--- src/rtl/freq_generator_pkg.sv ---
// Shared types and defaults for the programmable square/PWM frequency generator.
package freq_generator_pkg;

    typedef enum logic {
        ST_IDLE = 1'b0,
        ST_RUN  = 1'b1
    } state_t;

    localparam int MIN_PERIOD_DEF = 2;

endpackage

--- src/rtl/freq_generator_if.sv ---
// Run request, config handshake and generated-wave outputs of freq_generator.
interface freq_generator_if #(
    parameter int CNTR_SIZE = 10
);
    logic                 en;
    logic [CNTR_SIZE-1:0] cfg_period;
    logic [CNTR_SIZE-1:0] cfg_high;
    logic                 cfg_valid;
    logic                 cfg_ready;
    logic                 freq_out;
    logic                 tick;
    logic                 active;

    modport master (
        output en, cfg_period, cfg_high, cfg_valid,
        input  cfg_ready, freq_out, tick, active
    );

    modport slave (
        input  en, cfg_period, cfg_high, cfg_valid,
        output cfg_ready, freq_out, tick, active
    );
endinterface

--- src/rtl/freq_generator.sv ---
// Period/high-time programmable wave generator with shadowed config that only
// takes effect on period boundaries, and a graceful stop at the end of a period.
//
// state | meaning
// IDLE  | outputs low; pending shadow config is promoted to active
// RUN   | counting 0..period-1, driving freq_out/tick
import freq_generator_pkg::*;

module freq_generator #(
    parameter int CNTR_SIZE  = 10,
    parameter int MIN_PERIOD = MIN_PERIOD_DEF
) (
    input  logic             clk,
    input  logic             rst,
    freq_generator_if.slave  bus
);

    localparam logic [CNTR_SIZE-1:0] ONE   = CNTR_SIZE'(1);
    localparam logic [CNTR_SIZE-1:0] ZERO  = '0;
    localparam logic [CNTR_SIZE-1:0] MIN_P = CNTR_SIZE'(MIN_PERIOD);

    state_t               state, state_n;
    logic [CNTR_SIZE-1:0] cnt, cnt_n;
    logic                 pending, pending_n;
    logic [CNTR_SIZE-1:0] sh_period, sh_period_n;
    logic [CNTR_SIZE-1:0] sh_high, sh_high_n;
    logic                 active_valid, active_valid_n;
    logic [CNTR_SIZE-1:0] act_period, act_period_n;
    logic [CNTR_SIZE-1:0] act_high, act_high_n;
    logic                 freq_q, freq_n;
    logic                 tick_q, tick_n;
    logic                 active_q, active_n;
    logic                 ready_q, ready_n;

    logic                 xfer;
    logic                 wrap;
    logic [CNTR_SIZE-1:0] cnt_inc;
    logic [CNTR_SIZE-1:0] san_period;
    logic [CNTR_SIZE-1:0] san_high;
    logic [CNTR_SIZE-1:0] high_eff;

    always_comb begin
        san_period = (bus.cfg_period < MIN_P) ? MIN_P : bus.cfg_period;
        san_high   = (bus.cfg_high >= san_period) ? (san_period - ONE) : bus.cfg_high;
    end

    assign xfer    = bus.cfg_valid && !pending;
    assign wrap    = (cnt == (act_period - ONE));
    assign cnt_inc = cnt + ONE;
    // Whatever config will be active after this edge: a pending shadow wins.
    assign high_eff = pending ? sh_high : act_high;

    always_comb begin
        state_n        = state;
        cnt_n          = cnt;
        pending_n      = pending;
        sh_period_n    = sh_period;
        sh_high_n      = sh_high;
        active_valid_n = active_valid;
        act_period_n   = act_period;
        act_high_n     = act_high;
        freq_n         = 1'b0;
        tick_n         = 1'b0;
        active_n       = 1'b0;

        case (state)
            ST_IDLE: begin
                if (pending) begin
                    act_period_n   = sh_period;
                    act_high_n     = sh_high;
                    active_valid_n = 1'b1;
                    pending_n      = 1'b0;
                end
                if (bus.en && active_valid) begin
                    state_n  = ST_RUN;
                    cnt_n    = ZERO;
                    tick_n   = 1'b1;
                    active_n = 1'b1;
                    freq_n   = (high_eff != ZERO);
                end
            end
            ST_RUN: begin
                active_n = 1'b1;
                if (wrap) begin
                    cnt_n = ZERO;
                    if (pending) begin
                        act_period_n = sh_period;
                        act_high_n   = sh_high;
                        pending_n    = 1'b0;
                    end
                    if (!bus.en) begin
                        state_n  = ST_IDLE;
                        active_n = 1'b0;
                    end else begin
                        tick_n = 1'b1;
                        freq_n = (high_eff != ZERO);
                    end
                end else begin
                    cnt_n  = cnt_inc;
                    freq_n = (cnt_inc < act_high);
                end
            end
            default: state_n = ST_IDLE;
        endcase

        // Only possible while pending is clear, so never collides with the loads above.
        if (xfer) begin
            pending_n   = 1'b1;
            sh_period_n = san_period;
            sh_high_n   = san_high;
        end

        ready_n = !pending_n;
    end

    always_ff @(posedge clk) begin
        if (rst) begin
            state        <= ST_IDLE;
            cnt          <= '0;
            pending      <= 1'b0;
            sh_period    <= '0;
            sh_high      <= '0;
            active_valid <= 1'b0;
            act_period   <= '0;
            act_high     <= '0;
            freq_q       <= 1'b0;
            tick_q       <= 1'b0;
            active_q     <= 1'b0;
            ready_q      <= 1'b1;
        end else begin
            state        <= state_n;
            cnt          <= cnt_n;
            pending      <= pending_n;
            sh_period    <= sh_period_n;
            sh_high      <= sh_high_n;
            active_valid <= active_valid_n;
            act_period   <= act_period_n;
            act_high     <= act_high_n;
            freq_q       <= freq_n;
            tick_q       <= tick_n;
            active_q     <= active_n;
            ready_q      <= ready_n;
        end
    end

    assign bus.freq_out  = freq_q;
    assign bus.tick      = tick_q;
    assign bus.active    = active_q;
    assign bus.cfg_ready = ready_q;

endmodule

--- src/flat_wrapper.sv ---
// flat-port wrapper written by rule: the top's interface ports become plain ports
module freq_generator_flat 
#(
    parameter int CNTR_SIZE  = 10,
    parameter int MIN_PERIOD = MIN_PERIOD_DEF
)
  (clk, rst, bus_en, bus_cfg_period, bus_cfg_high, bus_cfg_valid, bus_cfg_ready, bus_freq_out, bus_tick, bus_active);
  freq_generator_if #(.CNTR_SIZE(CNTR_SIZE)) bus_i ();
  input  logic clk;
  input  logic rst;
  input wire logic [$bits(bus_i.en)-1:0] bus_en;
  input wire logic [$bits(bus_i.cfg_period)-1:0] bus_cfg_period;
  input wire logic [$bits(bus_i.cfg_high)-1:0] bus_cfg_high;
  input wire logic [$bits(bus_i.cfg_valid)-1:0] bus_cfg_valid;
  output wire logic [$bits(bus_i.cfg_ready)-1:0] bus_cfg_ready;
  output wire logic [$bits(bus_i.freq_out)-1:0] bus_freq_out;
  output wire logic [$bits(bus_i.tick)-1:0] bus_tick;
  output wire logic [$bits(bus_i.active)-1:0] bus_active;
  assign bus_i.en = bus_en;
  assign bus_i.cfg_period = bus_cfg_period;
  assign bus_i.cfg_high = bus_cfg_high;
  assign bus_i.cfg_valid = bus_cfg_valid;
  assign bus_cfg_ready = bus_i.cfg_ready;
  assign bus_freq_out = bus_i.freq_out;
  assign bus_tick = bus_i.tick;
  assign bus_active = bus_i.active;
  freq_generator #(.CNTR_SIZE(CNTR_SIZE), .MIN_PERIOD(MIN_PERIOD)) u_core (.clk(clk), .rst(rst), .bus(bus_i));
endmodule
--- config.mk ---
export PLATFORM = sky130hd
export DESIGN_NAME = freq_generator_flat
export DESIGN_NICKNAME = d
export VERILOG_FILES = /design/src/rtl/freq_generator_pkg.sv /design/src/rtl/freq_generator_if.sv /design/src/rtl/freq_generator.sv /design/src/flat_wrapper.sv
export SDC_FILE = /design/constraint.sdc
export NUM_CORES = 1
export LEC_CHECK = 0
export CORE_AREA = 8 8 90 152
export DETAILED_ROUTE_END_ITERATION = 10
export DIE_AREA = 0 0 98 160
export GPL_ROUTABILITY_DRIVEN = 0
export SYNTH_ARGS = -nofsm -noshare
export SYNTH_HDL_FRONTEND = slang
export SYNTH_SLANG_ARGS = --single-unit
--- constraint.sdc ---
create_clock -name clk -period 3.57 [get_ports clk]
set_input_delay 0.8925 -clock clk [delete_from_list [all_inputs] [get_ports clk]]
set_output_delay 0.8925 -clock clk [all_outputs]
set_load 0.02 [all_outputs]
==> run summary <==
impl run done, here's what came out: Synth cell types=between 50 and 60, total wire length=9.27 mm, CP max stage delay=approximately 0.57 ns, M2 GR Usage=21.6%, die width=98 um, Setup TNS Final=0 ns, multi-input gates=322, dpl hpwl=7.33 mm, Comb pwr share=roughly a fifth, Req. time, crit path=3.80 ns, part of the power in registers=between 40% and 50%, Post-Syn Area=0.00340 sq mm, Post-synth ARST share=0%, antenna-violating nets left=0, Cell Pwr Density=361 mW/mm^2, Log Warnings=26, Chip Area, Yosys=0.00340 sq mm, vias in the first global route=~3,000, CTS Sinks=56, reg2reg start=u_core.act_period[2], Die Y-Extent=160 um, number of diodes=0, Hold WS=0.458 ns, final setup vio count=0, Synth Flop Type=dfxtp_1, Max VDD drop=0.000190 V, Final Worst Setup Slack=0.0753 ns, Worst-Skew Late Latency=0.29 ns, status=complete, no violations, total iterations of the first detailed-routing run=4, Worst Hold Path EP=u_core.sh_period[9], syn_nets=469, Non-CTS inverters=29, grt met3 use=2.09%, grt met1 use=11.4%, sequential cells=56, layout cells sized above 1=a little over a tenth
### Placed cells, one colour a class

Scale: 4 px per um. Fill, decap, tap and diode cells in grey.
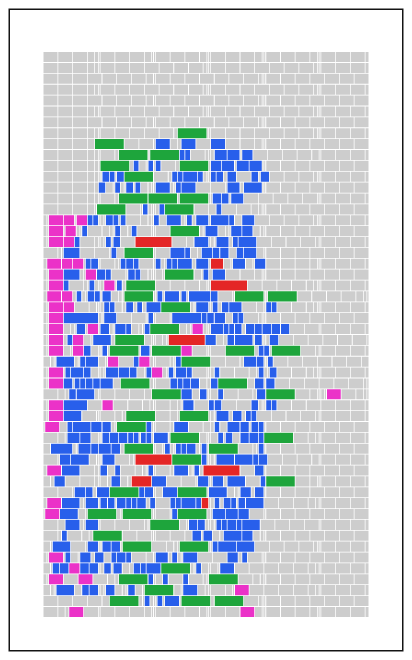
magenta -> other buffers and delay cells  # cells 47, share of their area 11%
green -> flops  # cells 56, share of their area 29%
red -> clock drivers and dummy loads  # cells 8, share of their area 3.9%
blue -> all other logic  # cells 351, share of their area 57%
number of core rows: 52
Core Util, Final: 35.5%

### Drive-strength map

Scale: 3 px per um.
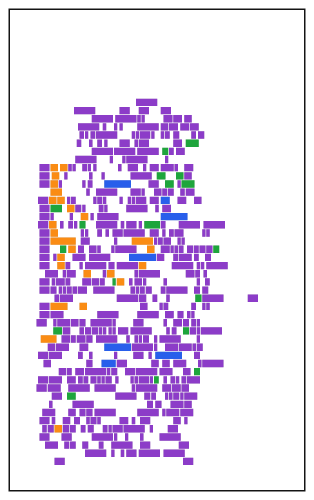
orange -> drive 3 to 4  # cells 25, share 5.4%
green -> drive 2  # cells 18, share 3.9%
purple -> drive 1 or less  # cells 412, share 89%
blue -> drive 6 and up  # cells 7, share 1.5%

Power figures rest on the tool's default switching activity, not on a simulated workload.
